final_clocks.png
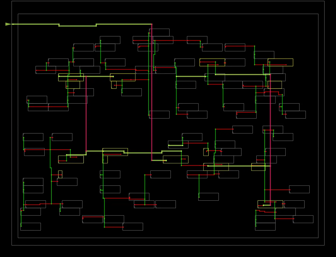
met3.png
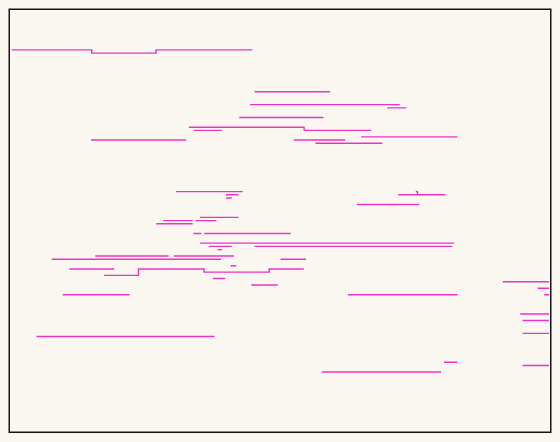
pdn.png
The bar under the picture is 20 um long. Pins as bars on the die edge.
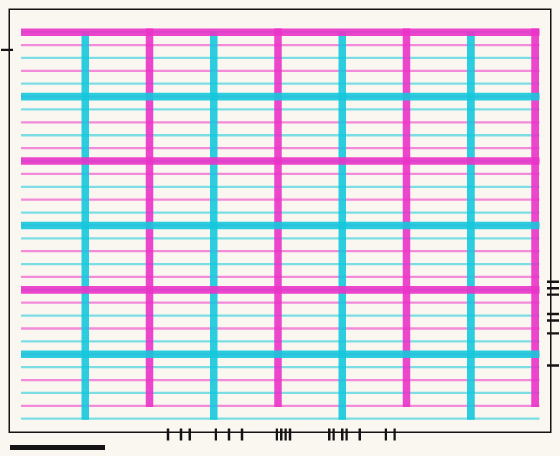
met2.png
The bar under the picture is 20 um long.
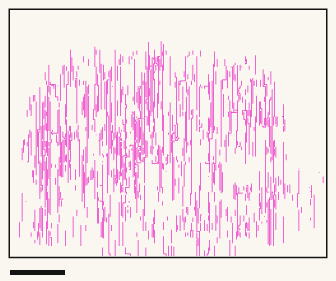
<file path="src/rtl/poker_pkg.sv">
// Shared types and helpers for the card table: suits, packed card encoding,
// player command codes, dealer FSM states and deck index -> card mapping.
package poker_pkg;

  localparam int unsigned DECK_SIZE = 52;
  localparam int unsigned RANKS     = 13;
  localparam int unsigned RANK_BASE = 2;

  typedef enum logic [1:0] {
    SUIT_CLUBS    = 2'd0,
    SUIT_DIAMONDS = 2'd1,
    SUIT_HEARTS   = 2'd2,
    SUIT_SPADES   = 2'd3
  } suit_e;

  typedef struct packed {
    suit_e      suit;
    logic [3:0] rank;
  } card_t;

  typedef enum logic [2:0] {
    CMD_NOP     = 3'd0,
    CMD_DEAL    = 3'd1,
    CMD_CHECK   = 3'd2,
    CMD_FOLD    = 3'd3,
    CMD_SHUFFLE = 3'd4
  } cmd_e;

  typedef enum logic [2:0] {
    ST_IDLE,
    ST_READY,
    ST_EXEC,
    ST_SEARCH,
    ST_ACK
  } state_e;

  // idx 0..51 -> {suit = idx/13, rank = idx%13 + 2}
  function automatic card_t idx_to_card(input logic [5:0] idx);
    card_t c;
    if (idx >= 6'(3 * RANKS)) begin
      c.suit = SUIT_SPADES;
      c.rank = 4'(idx - 6'(3 * RANKS)) + 4'(RANK_BASE);
    end else if (idx >= 6'(2 * RANKS)) begin
      c.suit = SUIT_HEARTS;
      c.rank = 4'(idx - 6'(2 * RANKS)) + 4'(RANK_BASE);
    end else if (idx >= 6'(RANKS)) begin
      c.suit = SUIT_DIAMONDS;
      c.rank = 4'(idx - 6'(RANKS)) + 4'(RANK_BASE);
    end else begin
      c.suit = SUIT_CLUBS;
      c.rank = 4'(idx) + 4'(RANK_BASE);
    end
    return c;
  endfunction

endpackage

</file>
<file path="src/rtl/deck_lfsr.sv">
// 6-bit maximal-length Fibonacci LFSR (x^6 + x^5 + 1) used to pick draw
// candidates. Visits every nonzero value once per 63 steps.
module deck_lfsr #(
  parameter logic [5:0] SEED = 6'h2A
) (
  input  logic       clk,
  input  logic       rst_n,
  input  logic       en,
  input  logic       load,
  input  logic [5:0] seed,
  output logic [5:0] lfsr
);

  // Shift register: reset to SEED, optional explicit load, step when enabled
  always_ff @(posedge clk) begin
    if (!rst_n) begin
      lfsr <= SEED;
    end else if (load) begin
      lfsr <= seed;
    end else if (en) begin
      lfsr <= {lfsr[4:0], lfsr[5] ^ lfsr[4]};
    end
  end

endmodule

</file>
<file path="src/rtl/table_dealer.sv">
// Table-side dealer: executes player commands against a 52-card deck and
// acknowledges each with a one-cycle cr_ack.
// Build option: DEALER_FIXED_ORDER_EN replaces the LFSR draw with an in-order
// pointer scan over deck indices 0..51.
module table_dealer
  import poker_pkg::*;
#(
  parameter int unsigned HAND_MAX  = 5,
  parameter logic [5:0]  LFSR_SEED = 6'h2A
) (
  input  logic       clk,
  input  logic       rst_n,
  input  logic       tbl_new_game,
  output logic       tbl_game_start,
  input  logic       cr_cmdvld,
  input  logic [2:0] cr_cmd,
  output logic       cr_ack,
  output logic [5:0] dl_card,
  output logic       dl_err,
  output logic [5:0] dl_cards_left,
  output logic [2:0] dl_hand_cnt
);

  state_e      state, state_nxt;
  logic [2:0]  cmd_q;
  logic [51:0] mask;
  logic [63:0] mask_ext;
  logic [5:0]  cards_left;
  logic [2:0]  hand_cnt;
  card_t       card_q;
  logic        err_q;
  logic [5:0]  cand_idx;
  logic        cand_hit;
  logic        deal_blocked;
  logic        probe;

`ifdef DEALER_FIXED_ORDER_EN
  logic [5:0] ptr;
  assign cand_idx = ptr;
`else
  logic [5:0] lfsr_q;

  deck_lfsr #(.SEED(LFSR_SEED)) u_lfsr (
    .clk   (clk),
    .rst_n (rst_n),
    .en    (probe),
    .load  (1'b0),
    .seed  (LFSR_SEED),
    .lfsr  (lfsr_q)
  );

  assign cand_idx = lfsr_q - 6'd1;
`endif

  // Candidate evaluation; EXEC probes the first candidate of a DEAL so a
  // first-try hit acks in the same cycle as any other command
  always_comb begin
    mask_ext     = {12'b0, mask};
    cand_hit     = (cand_idx < 6'(DECK_SIZE)) && !mask_ext[cand_idx];
    deal_blocked = (cards_left == '0) || (hand_cnt == 3'(HAND_MAX));
    probe        = ((state == ST_EXEC) && (cmd_q == CMD_DEAL) && !deal_blocked)
                   || (state == ST_SEARCH);
  end

  // State register
  always_ff @(posedge clk) begin
    if (!rst_n) state <= ST_IDLE;
    else        state <= state_nxt;
  end

  // Next-state logic
  always_comb begin
    state_nxt = state;
    case (state)
      ST_IDLE:   if (tbl_new_game) state_nxt = ST_READY;
      ST_READY:  if (cr_cmdvld) state_nxt = ST_EXEC;
      ST_EXEC: begin
        if (cmd_q == CMD_DEAL && !deal_blocked && !cand_hit) state_nxt = ST_SEARCH;
        else                                                 state_nxt = ST_ACK;
      end
      ST_SEARCH: if (cand_hit) state_nxt = ST_ACK;
      ST_ACK:    state_nxt = (cmd_q == CMD_FOLD) ? ST_IDLE : ST_READY;
      default:   state_nxt = ST_IDLE;
    endcase
  end

  // FSM outputs; a FOLD drops game_start already in its ack cycle
  always_comb begin
    cr_ack         = 1'b0;
    tbl_game_start = 1'b0;
    case (state)
      ST_READY, ST_EXEC, ST_SEARCH: tbl_game_start = 1'b1;
      ST_ACK: begin
        cr_ack         = 1'b1;
        tbl_game_start = (cmd_q != CMD_FOLD);
      end
      default: ;
    endcase
  end

  // Deck, hand and result registers
  always_ff @(posedge clk) begin
    if (!rst_n) begin
      cmd_q      <= '0;
      mask       <= '0;
      cards_left <= 6'(DECK_SIZE);
      hand_cnt   <= '0;
      card_q     <= '0;
      err_q      <= 1'b0;
`ifdef DEALER_FIXED_ORDER_EN
      ptr        <= '0;
`endif
    end else begin
      if (state == ST_READY && cr_cmdvld) cmd_q <= cr_cmd;
      if (state == ST_IDLE && tbl_new_game) hand_cnt <= '0;
      if (state == ST_EXEC) begin
        case (cmd_q)
          CMD_DEAL: if (deal_blocked) err_q <= 1'b1;
          CMD_SHUFFLE: begin
            mask       <= '0;
            cards_left <= 6'(DECK_SIZE);
            err_q      <= 1'b0;
`ifdef DEALER_FIXED_ORDER_EN
            ptr        <= '0;
`endif
          end
          CMD_NOP, CMD_CHECK, CMD_FOLD: err_q <= 1'b0;
          default: err_q <= 1'b1;
        endcase
      end
      if (probe && cand_hit) begin
        for (int unsigned i = 0; i < DECK_SIZE; i++) begin
          if (cand_idx == 6'(i)) mask[i] <= 1'b1;
        end
        cards_left <= cards_left - 6'd1;
        hand_cnt   <= hand_cnt + 3'd1;
        card_q     <= idx_to_card(cand_idx);
        err_q      <= 1'b0;
`ifdef DEALER_FIXED_ORDER_EN
        ptr        <= ptr + 6'd1;
`endif
      end
    end
  end

  assign dl_card       = card_q;
  assign dl_err        = err_q;
  assign dl_cards_left = cards_left;
  assign dl_hand_cnt   = hand_cnt;

endmodule

</file>
<file path="config.mk">
export PLATFORM = sky130hd
export DESIGN_NAME = table_dealer
export DESIGN_NICKNAME = d
export VERILOG_FILES = /design/src/rtl/poker_pkg.sv /design/src/rtl/deck_lfsr.sv /design/src/rtl/table_dealer.sv
export SDC_FILE = /design/constraint.sdc
export NUM_CORES = 1
export LEC_CHECK = 0
export ABC_AREA = 0
export ABC_CLOCK_PERIOD_IN_PS = 8600
export CAP_MARGIN = 25
export CORE_AREA = 2 2 112 87
export CTS_CLUSTER_SIZE = 8
export DETAILED_ROUTE_END_ITERATION = 8
export DIE_AREA = 0 0 114 89
export PLACE_DENSITY_LB_ADDON = 0.2
export SLEW_MARGIN = 10
export SYNTH_ARGS = -nofsm -noshare
export SYNTH_HDL_FRONTEND = slang
export SYNTH_SLANG_ARGS = --single-unit
</file>
<file path="constraint.sdc">
create_clock -name clk -period 8.6 [get_ports clk]
set_input_delay 1.72 -clock clk [delete_from_list [all_inputs] [get_ports clk]]
set_output_delay 1.72 -clock clk [all_outputs]
set_load 0.1 [all_outputs]
</file>
==> GITHUB_STEP_SUMMARY <==
### Flow metrics

| Metric | Value |
|---|---|
| Status | `finished, final reports clean` |
| Chip width | `114 um` |
| Non-CTS buffers | `28` |
| Synth top cells by count | `80 x dfxtp_1, 30 x nand2_1, 30 x nor2_1` |
| Syn_area_per_cell | `9.95 um2` |
| Area Overhead vs Synth | `14.7%` |
| WP depth | `11` |
| Dpl ws | `4010 ps` |
| Hold endpoint | `mask[28]` |
| Hold path startpoint | `mask[28]` |
| # fillers | `840` |
| Met3 usage | `5.36%` |
| Area share, top type | `40.3%` |
| Clock buf count | `13` |
| Core utilization at floorplan | `44.5%` |
| Comb group | `0.0000587 W` |
| Maximum clock rate | `0.218 GHz` |
| Register area | `1600 um2` |
| Die H | `89 um` |
| Post-Route Setup TNS | `0 ps` |
Notes on final_clocks.png above:
Sink Count: 80
CTS buffer count: 9

Notes on met3.png above:
share of all routed wire	6.9%
main direction	horizontal
nets with wire on the layer	38
wire length on this layer	679 um
longest straight run	53.4 um

Notes on pdn.png above:
colour	net
cyan	VSS
magenta	VDD
rows	30
signal pins	25
met4 straps	8

Notes on met2.png above:
main direction	vertical
longest straight run	32.0 um
via count: 3,129
routed wire length: 9800 um
met2 Use GR: 29.1%

Power is estimated from default activity; no workload was simulated.
